### Sequential cells grouped by signal name

Bar = 50 um.
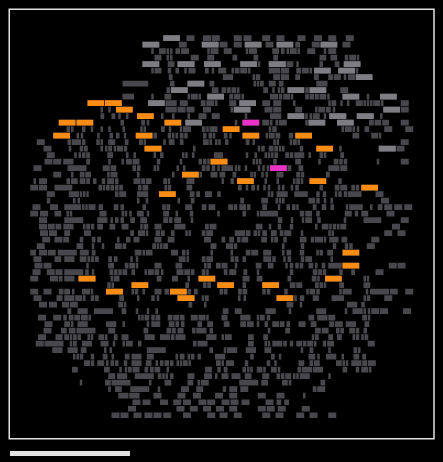
### Signal wires by layer

Only two layers are drawn.
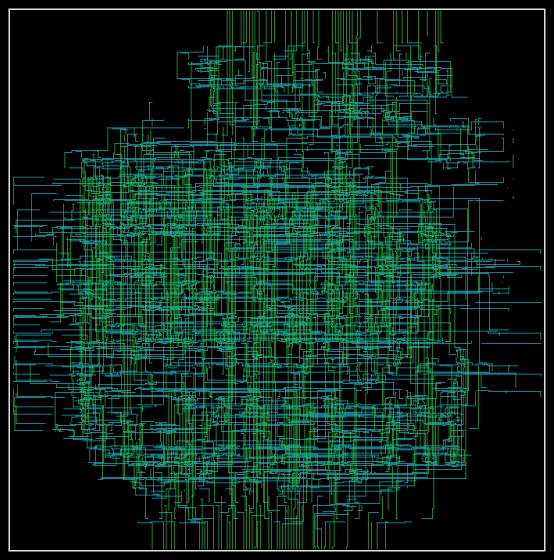
### Ports around the boundary

Pins as bars across the die edge, other pins in grey.
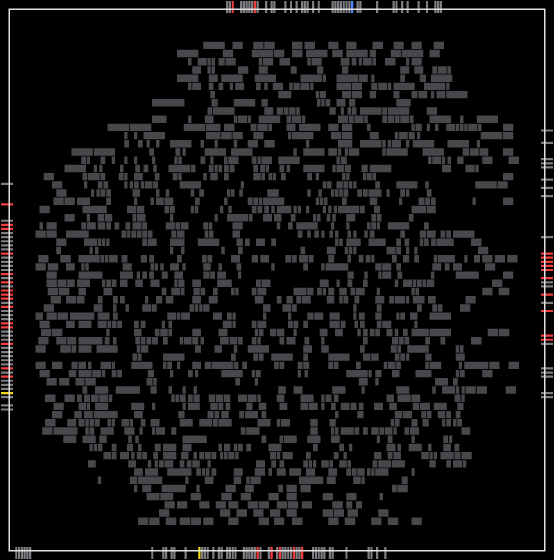
### Clock wiring as the flow saved it

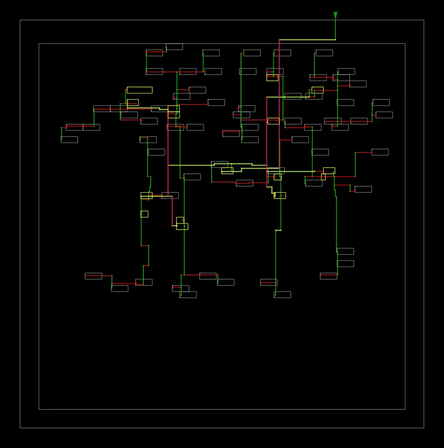
<file path="config.mk">
export PLATFORM = sky130hd
export DESIGN_NAME = pc_fetch_ctrl
export DESIGN_NICKNAME = d
export VERILOG_FILES = /design/src/rtl/pc_fetch_ctrl.sv
export SDC_FILE = /design/constraint.sdc
export NUM_CORES = 1
export LEC_CHECK = 0
export CORE_AREA = 8 8 169 171
export CTS_BUF_LIST = sky130_fd_sc_hd__clkbuf_8
export CTS_CLUSTER_SIZE = 24
export DETAILED_ROUTE_END_ITERATION = 8
export DIE_AREA = 0 0 177 179
export GPL_TIMING_DRIVEN = 0
export MAX_ROUTING_LAYER = met4
export PLACE_DENSITY = 0.53
export SYNTH_ARGS = -nofsm -noshare
export SYNTH_HDL_FRONTEND = slang
export SYNTH_SLANG_ARGS = --single-unit
</file>
<file path="constraint.sdc">
create_clock -name CLK -period 19.6 [get_ports CLK]
set_clock_uncertainty 0.1 [all_clocks]
set_input_delay 5.88 -clock CLK [delete_from_list [all_inputs] [get_ports CLK]]
set_output_delay 5.88 -clock CLK [all_outputs]
set_load 0.02 [all_outputs]
</file>
<file path="src/rtl/pc_fetch_ctrl.sv">
// Next-PC sequencer and PC write-enable control.
// Holds late redirects across icache misses/stalls; freezes on halt.
module pc_fetch_ctrl #(
  parameter logic [31:0] RESET_PC = 32'h0,
  parameter int unsigned CNT_W    = 32
) (
  input  logic             CLK,
  input  logic             nRST,
  input  logic             ihit,
  input  logic             stall,
  input  logic             halt,
  input  logic [31:0]      cur_pc,
  input  logic [31:0]      instr,
  input  logic [31:0]      rs_val,
  input  logic             redir_valid,
  input  logic [1:0]       redir_type,
  output logic [31:0]      next_pc,
  output logic             pcWEN,
  output logic             iREN,
  output logic             halted,
  output logic [CNT_W-1:0] fetch_count
);

  typedef enum logic [1:0] {
    RUN    = 2'd0,
    PEND   = 2'd1,
    HALTED = 2'd2
  } state_t;

  state_t           state_q, state_d;
  logic [31:0]      pend_q, pend_d;
  logic [CNT_W-1:0] cnt_q;
  logic             halted_q;

  logic [31:0] pc4;
  logic [31:0] br_off;
  logic [31:0] tgt;
  logic        adv;
  logic        wen;
  logic        ren;
  logic [31:0] npc;

  assign pc4    = cur_pc + 32'd4;
  assign br_off = {{14{instr[15]}}, instr[15:0], 2'b00};
  assign adv    = ihit & ~stall;

  always_comb begin
    tgt = pc4;
    unique case (redir_type)
      2'b00:   tgt = pc4 + br_off;
      2'b01:   tgt = {pc4[31:28], instr[25:0], 2'b00};
      2'b10:   tgt = rs_val;
      default: tgt = pc4;
    endcase
  end

  always_comb begin
    state_d = state_q;
    pend_d  = pend_q;
    wen     = 1'b0;
    ren     = 1'b0;
    npc     = pc4;
    unique case (state_q)
      RUN: begin
        ren = 1'b1;
        if (halt && ihit) begin
          npc     = cur_pc;
          state_d = HALTED;
        end else if (adv) begin
          wen = 1'b1;
          npc = redir_valid ? tgt : pc4;
        end else if (redir_valid) begin
          pend_d  = tgt;
          state_d = PEND;
        end
      end
      PEND: begin
        ren = 1'b1;
        npc = pend_q;
        // A redirect arriving now supersedes the one being held.
        if (redir_valid) begin
          pend_d = tgt;
          if (adv) npc = tgt;
        end
        if (adv) begin
          wen     = 1'b1;
          state_d = RUN;
        end
      end
      HALTED: begin
        npc = cur_pc;
      end
      default: begin
        state_d = RUN;
      end
    endcase
  end

  always_ff @(posedge CLK) begin
    if (!nRST) begin
      state_q  <= RUN;
      pend_q   <= RESET_PC;
      cnt_q    <= '0;
      halted_q <= 1'b0;
    end else begin
      state_q  <= state_d;
      pend_q   <= pend_d;
      halted_q <= (state_d == HALTED);
      if (wen && !(&cnt_q)) cnt_q <= cnt_q + 1'b1;
    end
  end

  // Outputs are forced quiet for as long as reset is held.
  assign next_pc     = nRST ? npc : RESET_PC;
  assign pcWEN       = nRST & wen;
  assign iREN        = nRST & ren;
  assign halted      = nRST & halted_q;
  assign fetch_count = cnt_q;

endmodule

</file>
==> results_dict.tcl <==
# collected from the flow reports
set metrics [dict create \
    run_status "finished, final reports clean" \
    drt_met1_wl_um 16740 \
    flow.area_growth_from_synthesis_pct 29.17 \
    cts_tree "yes" \
    drt_first_pass_iters 6 \
    syn-cell-area_sq_um 7612 \
    top_cells_by_count "sky130_fd_sc_hd__nand2_1 (131), sky130_fd_sc_hd__a21oi_1 (125), sky130_fd_sc_hd__nor2_1 (123)" \
    wl_met3_um 3198 \
    flop_cell "sky130_fd_sc_hd__dfxtp_1" \
    cpMostUsedCell "sky130_fd_sc_hd__nand2_1" \
    tightest_slew_ps 1183 \
    cts.repair_timing.setup_buffer_count 0 \
    vdd_drop_max_mv 0.02454 \
    postPlaceCellArea_sq_um 9613 \
    remaining_drc_errors 0 \
    met2_length_um 16850 \
    rr_worst_depth 10 \
    drt_first_iter_violations 1114 \
    post-route-cell-area_sq_um 9833 \
    post_cts_resize_count 0 \
    power_frac_comb 0.459 \
    achievable-frequency_mhz 55.44 \
    drive_above_1_share 0.04524 \
    switching_share_of_power 0.4149 \
    synthesized_net_count 1231 \
    cp-endpoint "next_pc[31]" \
    syn_inst 1086 \
    required_ps 13620 \
    synth_async_sr_flop_share 0 \
    whs_path_depth 2 \
    syn_area_per_cell_sq_um 7.009 \
    power.share.clock 0.256 \
    slew-limit-headroom 0.2086 \
    cap_viol_max_count 0 \
    design.die.area_sq_um 31680 \
    final_cell_count_no_fill 1598 \
    coreArea_sq_um 25760 \
    maxSlewViolCount 0 \
    postSynthRegisterBits 67 \
    fin_setup_tns_ps 0 \
    worstSetupEndpointType "primary output" \
    cts_root_buf "sky130_fd_sc_hd__clkbuf_8" \
    timing.critical_path.depth 18 \
    cpPeakStageDelay_ps 660 \
    netlist.top_cell.by_area "sky130_fd_sc_hd__dfxtp_1" \
    power.density_nw_per_um2 51.91 \
    wire_length_of_the_first_global_routing_pass_um 55940 \
    ys_seq_frac 0.1762 \
    synth.lib_cells_used.distinct 72 \
    synth_dominant_cell_count "sky130_fd_sc_hd__nand2_1" \
    cells_in_synth_stat_txt 1086 \
    final_critical_path_setup_slack_ps 1562 \
    crit-reg2reg-launch "state_q[0]$_SDFF_PN0_" \
    worstSetupStartpointType "input pin" \
    pre_cts_setup_slack_ps 1702 \
    timing.setup.critical_path_class "input pin to primary output" \
    leakagePower_nw 3.617 \
    num_io_pins 171 \
    critical-path-top-delay-family "simple AND/OR/NAND/NOR gates" \
    finalWorstPathRequiredPeriod_ps 18040 \
    ctsHoldBuffers 0 \
    report.final.hold_viol_count 0 \
    cts-htree-levels 3 \
    synth-warning-count 0 \
    topRoutingLayerUsed "met4" \
    r2r_end "fetch_count[16]$_SDFFE_PN0P_" \
    grt.overflow.total 0 \
    vias_per_cell 5.892 \
    final.hold.worst_slack_ps 354.4 \
    synth-edff-count 0 \
    core_util_floorplan 0.2955 \
    p_int_mw 0.2987 \
    path_buffers 3 \
    final_util 0.3817 \
    max-clock-path-buffers 2 \
    tool_warnings 41 \
    grt_pass1_vias 8902 \
    grt_setup_unrepaired "false" \
    worst-endpoint-arrival_ps 12060 \
    floorplan_row_count 59 \
    maximum_number_of_pins_on_one_net_before_global_route_repair 25 \
    worst_path_max_delay_cell "sky130_fd_sc_hd__clkdlybuf4s50_1" \
    gp_congestion 0.9840 \
    yosys.stat.chipArea_sq_um 7612 \
]
About 'Sequential cells grouped by signal name':
Key: magenta = state_q [placed flops 2]; orange = pend_q [placed flops 32]

About 'Signal wires by layer':
Key: cyan = M1 [wire length 16700 um]; green = M2 [wire length 16900 um]
total routing usage reported by global routing: 0.2430
routed via count: 9415
overall routed net length: 38760 um
average wire length per cell after detail routing: 24.26 um

About 'Ports around the boundary':
Key: blue = redir_valid [pins 1, direction input, edge north]; red = cur_pc [pins 32, direction input, edge 15 west, 10 east, 5 south, 2 north]; yellow = redir_type [pins 2, direction input, edge 1 south, 1 west]
All pins by edge: 54 south, 48 west, 41 north, 28 east.
DIE WIDTH: 177 um
DIE HEIGHT: 179 um

About 'Clock wiring as the flow saved it':
Insertion Delay late pin: 380 ps
number of clock buffers in the layout: 11
power of the clock network: 0.131 mW
Inserted Clock Buffers: 9
CTS sink cnt: 67

worst min path at each step:
| stage | to | start |
|---|---|---|
| global placement | pend_q[27]$_SDFFE_PN0P_ | pend_q[27]$_SDFFE_PN0P_ |
| floorplan | pend_q[27]$_SDFFE_PN0P_ | pend_q[27]$_SDFFE_PN0P_ |
| global route | pend_q[20]$_SDFFE_PN0P_ | pend_q[20]$_SDFFE_PN0P_ |
| detailed placement | pend_q[27]$_SDFFE_PN0P_ | pend_q[27]$_SDFFE_PN0P_ |
| CTS | pend_q[27]$_SDFFE_PN0P_ | pend_q[27]$_SDFFE_PN0P_ |
| finish | pend_q[27]$_SDFFE_PN0P_ | pend_q[27]$_SDFFE_PN0P_ |
tightest hold or removal path, cell delays in order, from the launching register on:
cell and delay (ps):
sky130_fd_sc_hd__dfxtp_1 320, sky130_fd_sc_hd__nand2_1 50, sky130_fd_sc_hd__a21oi_1 50
cells by family (layout without fill, tap and decap cells):
| family | Yosys count | in the layout | share of synthesized area |
|---|---|---|---|
| flip-flops | 67 | 67 | 0.1762 |
| AND-OR/OR-AND | 367 | 367 | 0.3075 |
| XOR/XNOR | 74 | 74 | 0.08810 |
| adder cells (fa/ha/maj) | 41 | 41 | 0.06838 |
| multiplexers | 23 | 23 | 0.05194 |
| buffers and inverters | 101 | 275 | 0.05161 |
| AND/OR/NAND/NOR | 413 | 413 | 0.2562 |
| other | 0 | 3 | 0 |
cell usage in the layout, fill, tap and decap left out, drive strengths merged, types with 30 or more instances in the layout:
cell | Yosys | routed
nand2 | 131 | 131
xor2 | 35 | 35
a21oi | 125 | 125
nand3 | 43 | 43
clkdlybuf4s50 | 0 | 158
inv | 30 | 30
xnor2 | 39 | 39
ha | 40 | 40
clkbuf | 56 | 67
nor2 | 123 | 123
o21ai | 78 | 78
dfxtp | 67 | 67
state kept, by name, indices dropped and copies added (netlist names):
name	count
halted_q	1
state_q	2
pend_q	32
fetch_count	32
power groups by stage:
stage / registers, mW / logic (mW) / clock network, mW
after global routing: 0.146 / 0.250 / 0.139
after CTS: 0.146 / 0.230 / 0.134
after detailed placement: 0.149 / 0.228 / 0
final: 0.146 / 0.234 / 0.131
after global placement: 0.149 / 0.228 / 0
after floorplan: 0.148 / 0.133 / 0
routing by layer:
layer,vias up,global-route usage
met5,-,-
met4,0,0.1201
met3,106,0.04065
met2,511,0.3602
met1,4444,0.3153
li1,4354,-
cell type report:
cell class / instances / area [sq um]
multi-input cells: 918 / 5878
repair buffers: 158 / 1582
diodes: 3 / 7.507
flip-flops and latches: 67 / 1341
inverters: 31 / 116.4
plain buffers: 70 / 276.5
fillers: 2793 / 15930
clock buffers: 11 / 151.4
well taps: 335 / 419.2
clock inverters: 5 / 61.31
No activity file was given, so power comes from the tool's default toggle rates.
